--- src/rtl/load_store_unit.sv ---
// Byte-serial load/store sequencer for a byte-wide, synchronous-read data memory.
// Requests are split into little-endian byte accesses; loads are reassembled and extended.
module load_store_unit #(
  parameter int ADDR_WIDTH = 32
) (
  input  logic                  clk,
  input  logic                  rst,
  input  logic                  req_valid,
  output logic                  req_ready,
  input  logic                  req_we,
  input  logic [1:0]            req_size,
  input  logic                  req_unsigned,
  input  logic [ADDR_WIDTH-1:0] req_addr,
  input  logic [31:0]           req_wdata,
  output logic                  resp_valid,
  output logic [31:0]           resp_rdata,
  output logic                  resp_err,
  output logic [ADDR_WIDTH-1:0] mem_addr,
  output logic [7:0]            mem_wdata,
  output logic                  mem_we,
  input  logic [7:0]            mem_rdata
);

  typedef enum logic [1:0] {IDLE, ISSUE, LAST, RESP} state_t;

  state_t                state, state_nxt;
  logic [1:0]            k;
  logic                  we_p0;
  logic [1:0]            size_p0;
  logic                  uns_p0;
  logic [ADDR_WIDTH-1:0] base_p0;
  logic [31:0]           wdata_p0;
  logic [31:0]           rbuf_p0;
  logic [31:0]           assembled;
  logic [1:0]            last_k;
  logic [1:0]            k_prev;

  function automatic logic [1:0] final_index(input logic [1:0] size);
    case (size)
      2'b00:   final_index = 2'd0;
      2'b01:   final_index = 2'd1;
      default: final_index = 2'd3;
    endcase
  endfunction

  function automatic logic [31:0] load_extend(input logic [1:0] size, input logic uns,
                                              input logic [31:0] word);
    logic signed [7:0]  b;
    logic signed [15:0] h;
    b = word[7:0];
    h = word[15:0];
    case (size)
      2'b00:   load_extend = uns ? {24'd0, word[7:0]}  : 32'(b);
      2'b01:   load_extend = uns ? {16'd0, word[15:0]} : 32'(h);
      default: load_extend = word;
    endcase
  endfunction

  assign last_k = final_index(size_p0);
  assign k_prev = k - 2'd1;

  // The final byte arrives during LAST and is merged straight into the result.
  always_comb begin
    assembled = rbuf_p0;
    assembled[{last_k, 3'b000} +: 8] = mem_rdata;
  end

  always_ff @(posedge clk or posedge rst) begin
    if (rst) state <= IDLE;
    else     state <= state_nxt;
  end

  always_comb begin
    state_nxt  = state;
    req_ready  = 1'b0;
    resp_valid = 1'b0;
    mem_addr   = '0;
    mem_we     = 1'b0;
    mem_wdata  = 8'd0;
    case (state)
      IDLE: begin
        req_ready = 1'b1;
        if (req_valid) state_nxt = (req_size == 2'b11) ? RESP : ISSUE;
      end
      ISSUE: begin
        mem_addr = base_p0 + ADDR_WIDTH'(k);
        if (we_p0) begin
          mem_we    = 1'b1;
          mem_wdata = wdata_p0[{k, 3'b000} +: 8];
        end
        if (k == last_k) state_nxt = we_p0 ? RESP : LAST;
      end
      LAST: state_nxt = RESP;
      RESP: begin
        resp_valid = 1'b1;
        state_nxt  = IDLE;
      end
      default: state_nxt = IDLE;
    endcase
  end

  // Request capture, read-byte collection and response registers
  always_ff @(posedge clk or posedge rst) begin
    if (rst) begin
      k          <= 2'd0;
      we_p0      <= 1'b0;
      size_p0    <= 2'd0;
      uns_p0     <= 1'b0;
      base_p0    <= '0;
      wdata_p0   <= 32'd0;
      rbuf_p0    <= 32'd0;
      resp_rdata <= 32'd0;
      resp_err   <= 1'b0;
    end else begin
      case (state)
        IDLE: begin
          if (req_valid) begin
            we_p0    <= req_we;
            size_p0  <= req_size;
            uns_p0   <= req_unsigned;
            base_p0  <= req_addr;
            wdata_p0 <= req_wdata;
            k        <= 2'd0;
            rbuf_p0  <= 32'd0;
            if (req_size == 2'b11) begin
              resp_rdata <= 32'd0;
              resp_err   <= 1'b1;
            end
          end
        end
        ISSUE: begin
          // Memory read data lags its address by one cycle.
          if (!we_p0 && k != 2'd0) rbuf_p0[{k_prev, 3'b000} +: 8] <= mem_rdata;
          k <= k + 2'd1;
          if (k == last_k && we_p0) begin
            resp_rdata <= 32'd0;
            resp_err   <= 1'b0;
          end
        end
        LAST: begin
          resp_rdata <= load_extend(size_p0, uns_p0, assembled);
          resp_err   <= 1'b0;
        end
        default: ;
      endcase
    end
  end

endmodule
--- config.mk ---
export PLATFORM = sky130hd
export DESIGN_NAME = load_store_unit
export DESIGN_NICKNAME = d
export VERILOG_FILES = /design/src/rtl/load_store_unit.sv
export SDC_FILE = /design/constraint.sdc
export NUM_CORES = 1
export LEC_CHECK = 0
export ABC_CLOCK_PERIOD_IN_PS = 10500
export CORE_MARGIN = 4
export CORE_UTILIZATION = 45
export CTS_BUF_LIST = sky130_fd_sc_hd__clkbuf_8
export CTS_CLUSTER_DIAMETER = 30
export DETAILED_ROUTE_END_ITERATION = 6
export PLACE_DENSITY = 0.74
export RECOVER_POWER = 100
export SYNTH_ARGS = -nofsm -noshare
export SYNTH_HDL_FRONTEND = slang
export SYNTH_SLANG_ARGS = --single-unit
--- constraint.sdc ---
create_clock -name clk -period 10.5 [get_ports clk]
set_input_delay 2.1 -clock clk [delete_from_list [all_inputs] [get_ports clk]]
set_output_delay 2.1 -clock clk [all_outputs]
set_load 0.1 [all_outputs]
**Gate families picked out**

Bar = 50 um.
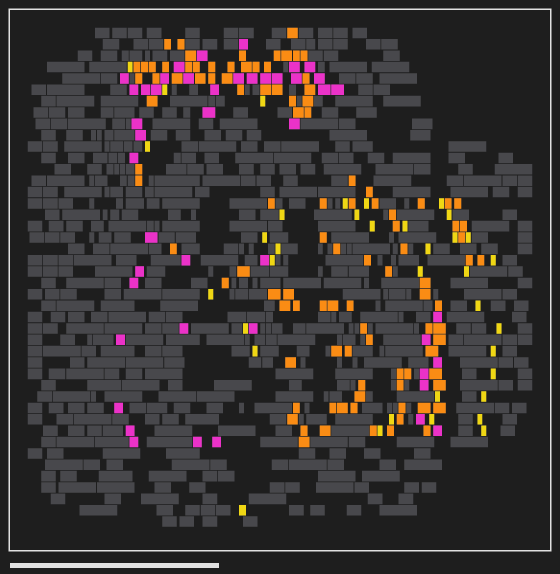
| family | colour | cells |
|---|---|---|
| inv cells | yellow | 36 |
| and/or cells | magenta | 45 |
| aoi and oai cells | orange | 103 |

**Clock nets**

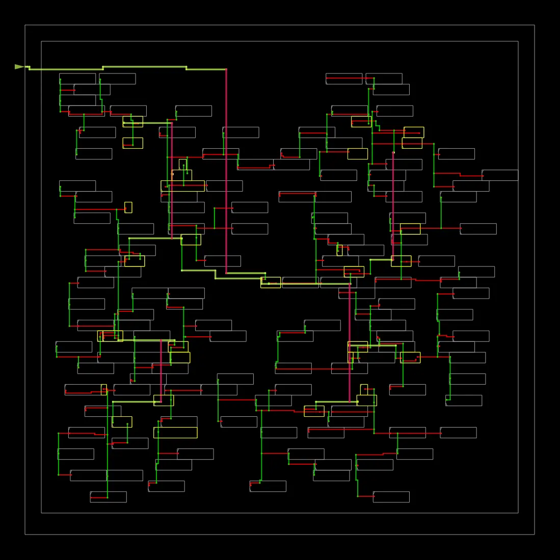
clkbuf count: 22
Worst-Skew Late Latency: 440 ps

**Placed cells, one colour a class**

Bar = 50 um.
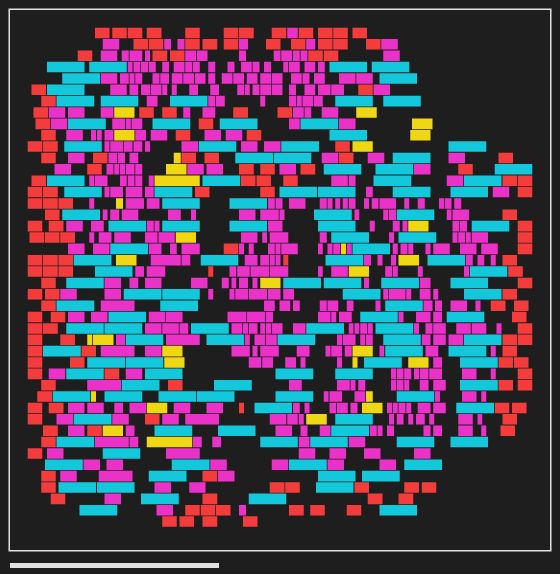
| class | colour | cells | share of their area |
|---|---|---|---|
| registers | cyan | 129 | 38% |
| clock drivers and dummy loads | yellow | 31 | 4.7% |
| remaining buffers and delay cells | red | 157 | 18% |
| remaining logic cells | magenta | 438 | 39% |

==> impl_metrics.tcl <==
# implementation run metrics
set metrics [dict create \
    top_logic_kind "multiplexers" \
    relSlewSlack -1.50 \
    crit_path_max_incr_delay_ps 2730 \
    final_area_sq_um 8650 \
    fp-utilization 0.457 \
    h-tree-depth 4 \
    status "complete, but fails checks" \
    clk_share 0.0454 \
    viasPerCell 5.61 \
    mi_logic_area_sq_um 3110 \
    syn2layout_area_growth_pct 30.7 \
    grt_pass1_vias 5350 \
    cts-buffers-inserted 17 \
    buf_share 0.180 \
    clockBufferDepth 2 \
    tap_cells 184 \
    synth.cell_area_sq_um 6620 \
    grt-ovfl-total 0 \
    ys_cells 603 \
    logic_gates 402 \
    max_cap_viol_count 4 \
    avgSynthCellArea_sq_um 11.0 \
    final_nets 834 \
    hold_buffers 0 \
    hpwlAfterDp_um 11400 \
    synthArstFlopShare 1.00 \
    synth_flops 129 \
    grt_pass1_wl_um 26300 \
    vias 5265 \
    met1Wirelength_um 7160 \
    io_pins 155 \
    critPathCaptureType "async pin" \
    edf_count 0 \
    core_area_sq_um 14500 \
    cp_data_arrival_time_ps 6890 \
    cp-start-kind "primary input" \
    fin_ws_ps 3290 \
    ys_sh_xor 0.0159 \
    synth_top_cell_by_count "dfrtp_1" \
    yosys_warnings 0 \
    io_buffer_count 154 \
    finish.utilization 0.597 \
    grt_use_met1 0.263 \
    dr.pass1.iters 6 \
    die.size.y_um 129 \
    placed_cell_area_sq_um 8270 \
    rsz0062_at_grt "false" \
    die_w_um 129 \
    num_rows 44 \
    violations "max-capacitance violations, max-slew violations" \
    design.seq.count 129 \
    synth.area.top_cells "dfrtp_1 (49%), mux2_2 (16%), nand2_1 (3.2%)" \
    yosys.area.top_type "dfrtp_1" \
    ys_seq_frac 0.488 \
    place_inst 908 \
    signal_buffers 157 \
    instances_no_fill 939 \
    n_all_inverters 36 \
    synth-main-ff-cell "dfrtp_1" \
    holdWs_ps 485 \
    wire_per_inst_um 17.2 \
    cts_resized 0 \
    grt_max_degree 73 \
    setup_tns_ps 0 \
    hold_viol_final 0 \
    yosys.area_share.aoi 0.110 \
    detail_route.iter0.violations 240 \
    antenna_cells 0 \
    gp_congestion 0.899 \
    warning_count 33 \
    crit_required_ps 10180 \
    sh_comb_area 0.359 \
    fin_crit_ps 7210 \
    synthTopCellsByCount "dfrtp_1 (129), mux2_2 (95), nand2_1 (57), a21oi_1 (36), inv_1 (35)" \
    cp_slowest_cell "clkbuf_1" \
    drcViolationCount 0 \
    met3_usage 0.0548 \
    netlist.area_leader.share 0.488 \
    worst_pin_slew_ps 3760 \
    wl_met2_um 7640 \
    wl_um 16100 \
    slew_viol_final 213 \
    period_used_share 0.687 \
    ys_sh_adder 0.0238 \
    path_cells "dlygate4sd3_1 -> clkinvlp_2 -> clkbuf_1" \
    grt_usage 0.199 \
    top_layer "met5" \
    seqCellArea_sq_um 3230 \
    clockRootBuffer "clkbuf_8" \
    ys_sh_mux 0.201 \
    yosys_area_sq_um 6620 \
    postCtsSetupRepairBufs 0 \
    min_path_type "flip-flop to flip-flop" \
    syn-instance-count 603 \
    dieArea_sq_um 16700 \
    cp_max_fo 72 \
    antenna_found_initial 1 \
    top_usage_layer "met2" \
    wl_met3_um 992 \
    synth.cellmix.simpleShare 0.119 \
    fmax_ghz 0.139 \
    criticalPathCategory "primary input to async pin" \
    largest_class "flip-flops and latches" \
    synthesis.nets 694 \
    drtAntennaViolNets 0 \
    synth.distinct_cells 47 \
    use_met2 0.317 \
    fill_cells 1174 \
    cts.sinks 129 \
    dp_slack_ps 4050 \
    cts_tree "built" \
    layout-drive-gt1-share 0.177 \
    setup_violations 0 \
    seq_share 0.373 \
    clk_pin_slew_ps 70 \
]
**PDN straps and rails**

Pins as bars on the die edge. Tap cells in grey.
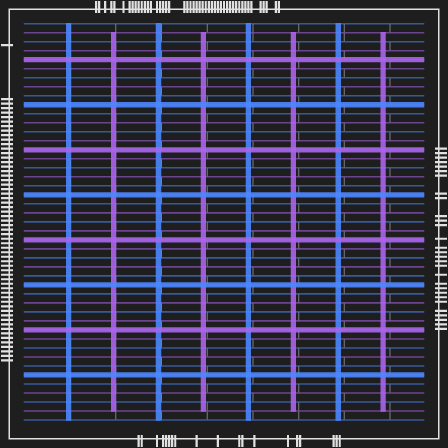
| net | colour |
|---|---|
| VDD | purple |
| VSS | blue |
rows: 44
met5 straps: 8

**Clock network drawn from the DEF**

Bar = 50 um.
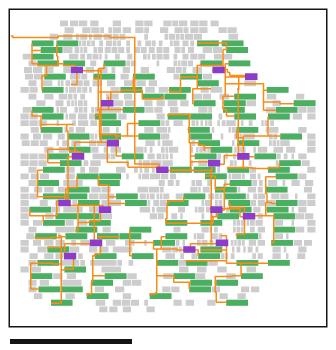
[clock wires] orange | length: 1600 um
[flip-flops] green | count: 129
[clock-net drivers] purple | count: 17
routed clock nets: 18
worst setup skew after layout: 9.06 ps

worst max-delay path: cells and delay by family:
kind     cells  cell delay (ps)
buf+inv      3             4690
final timing paths:
| kind | depth (start not counted) | from | slack (ps) | endpoint |
|---|---|---|---|---|
| max | 3 | rst | 3290 | state[0]$_DFFE_PP0P_ |
| min | 2 | rbuf_p0[19]$_DFFE_PP0P_ | 480 | rbuf_p0[19]$_DFFE_PP0P_ |
| max reg2reg | 5 | state[0]$_DFFE_PP0P_ | 6510 | wdata_p0[8]$_DFFE_PP0P_ |
| min reg2reg | 2 | rbuf_p0[19]$_DFFE_PP0P_ | 480 | rbuf_p0[19]$_DFFE_PP0P_ |
| max in group clk | 7 | k[0]$_DFFE_PP0P_ | 3580 | mem_addr[26] |
| min in group asynchronous | 2 | rst | 2810 | wdata_p0[17]$_DFFE_PP0P_ |
flip-flops by register name, summed over array words and instances, names as in the netlist, 2 cells and up:
signal      cells
base_p0        32
k               2
rbuf_p0        24
resp_rdata     32
size_p0         2
state           2
wdata_p0       32
cells in the final DEF, fill, tap and decap left out, drive strengths merged, types with 2 or more instances in the layout:
cell type / count
dfrtp: 129
mux2: 95
dlygate4sd3: 78
clkdlybuf4s50: 76
nand2: 57
inv: 38
a21oi: 36
o21ai: 33
clkbuf: 25
nor2: 15
or4: 15
o31ai: 13
nand3: 12
ha: 11
and3: 10
a21boi: 9
and2: 9
mux2i: 8
a22o: 8
xnor2: 8
mux4: 8
nand4: 8
o221ai: 7
or3: 6
xor2: 4
and4: 4
clkinv: 4
nor3b: 3
nor3: 3
nor4: 3
nand2b: 2
a21o: 2
o21bai: 2
bufinv: 2
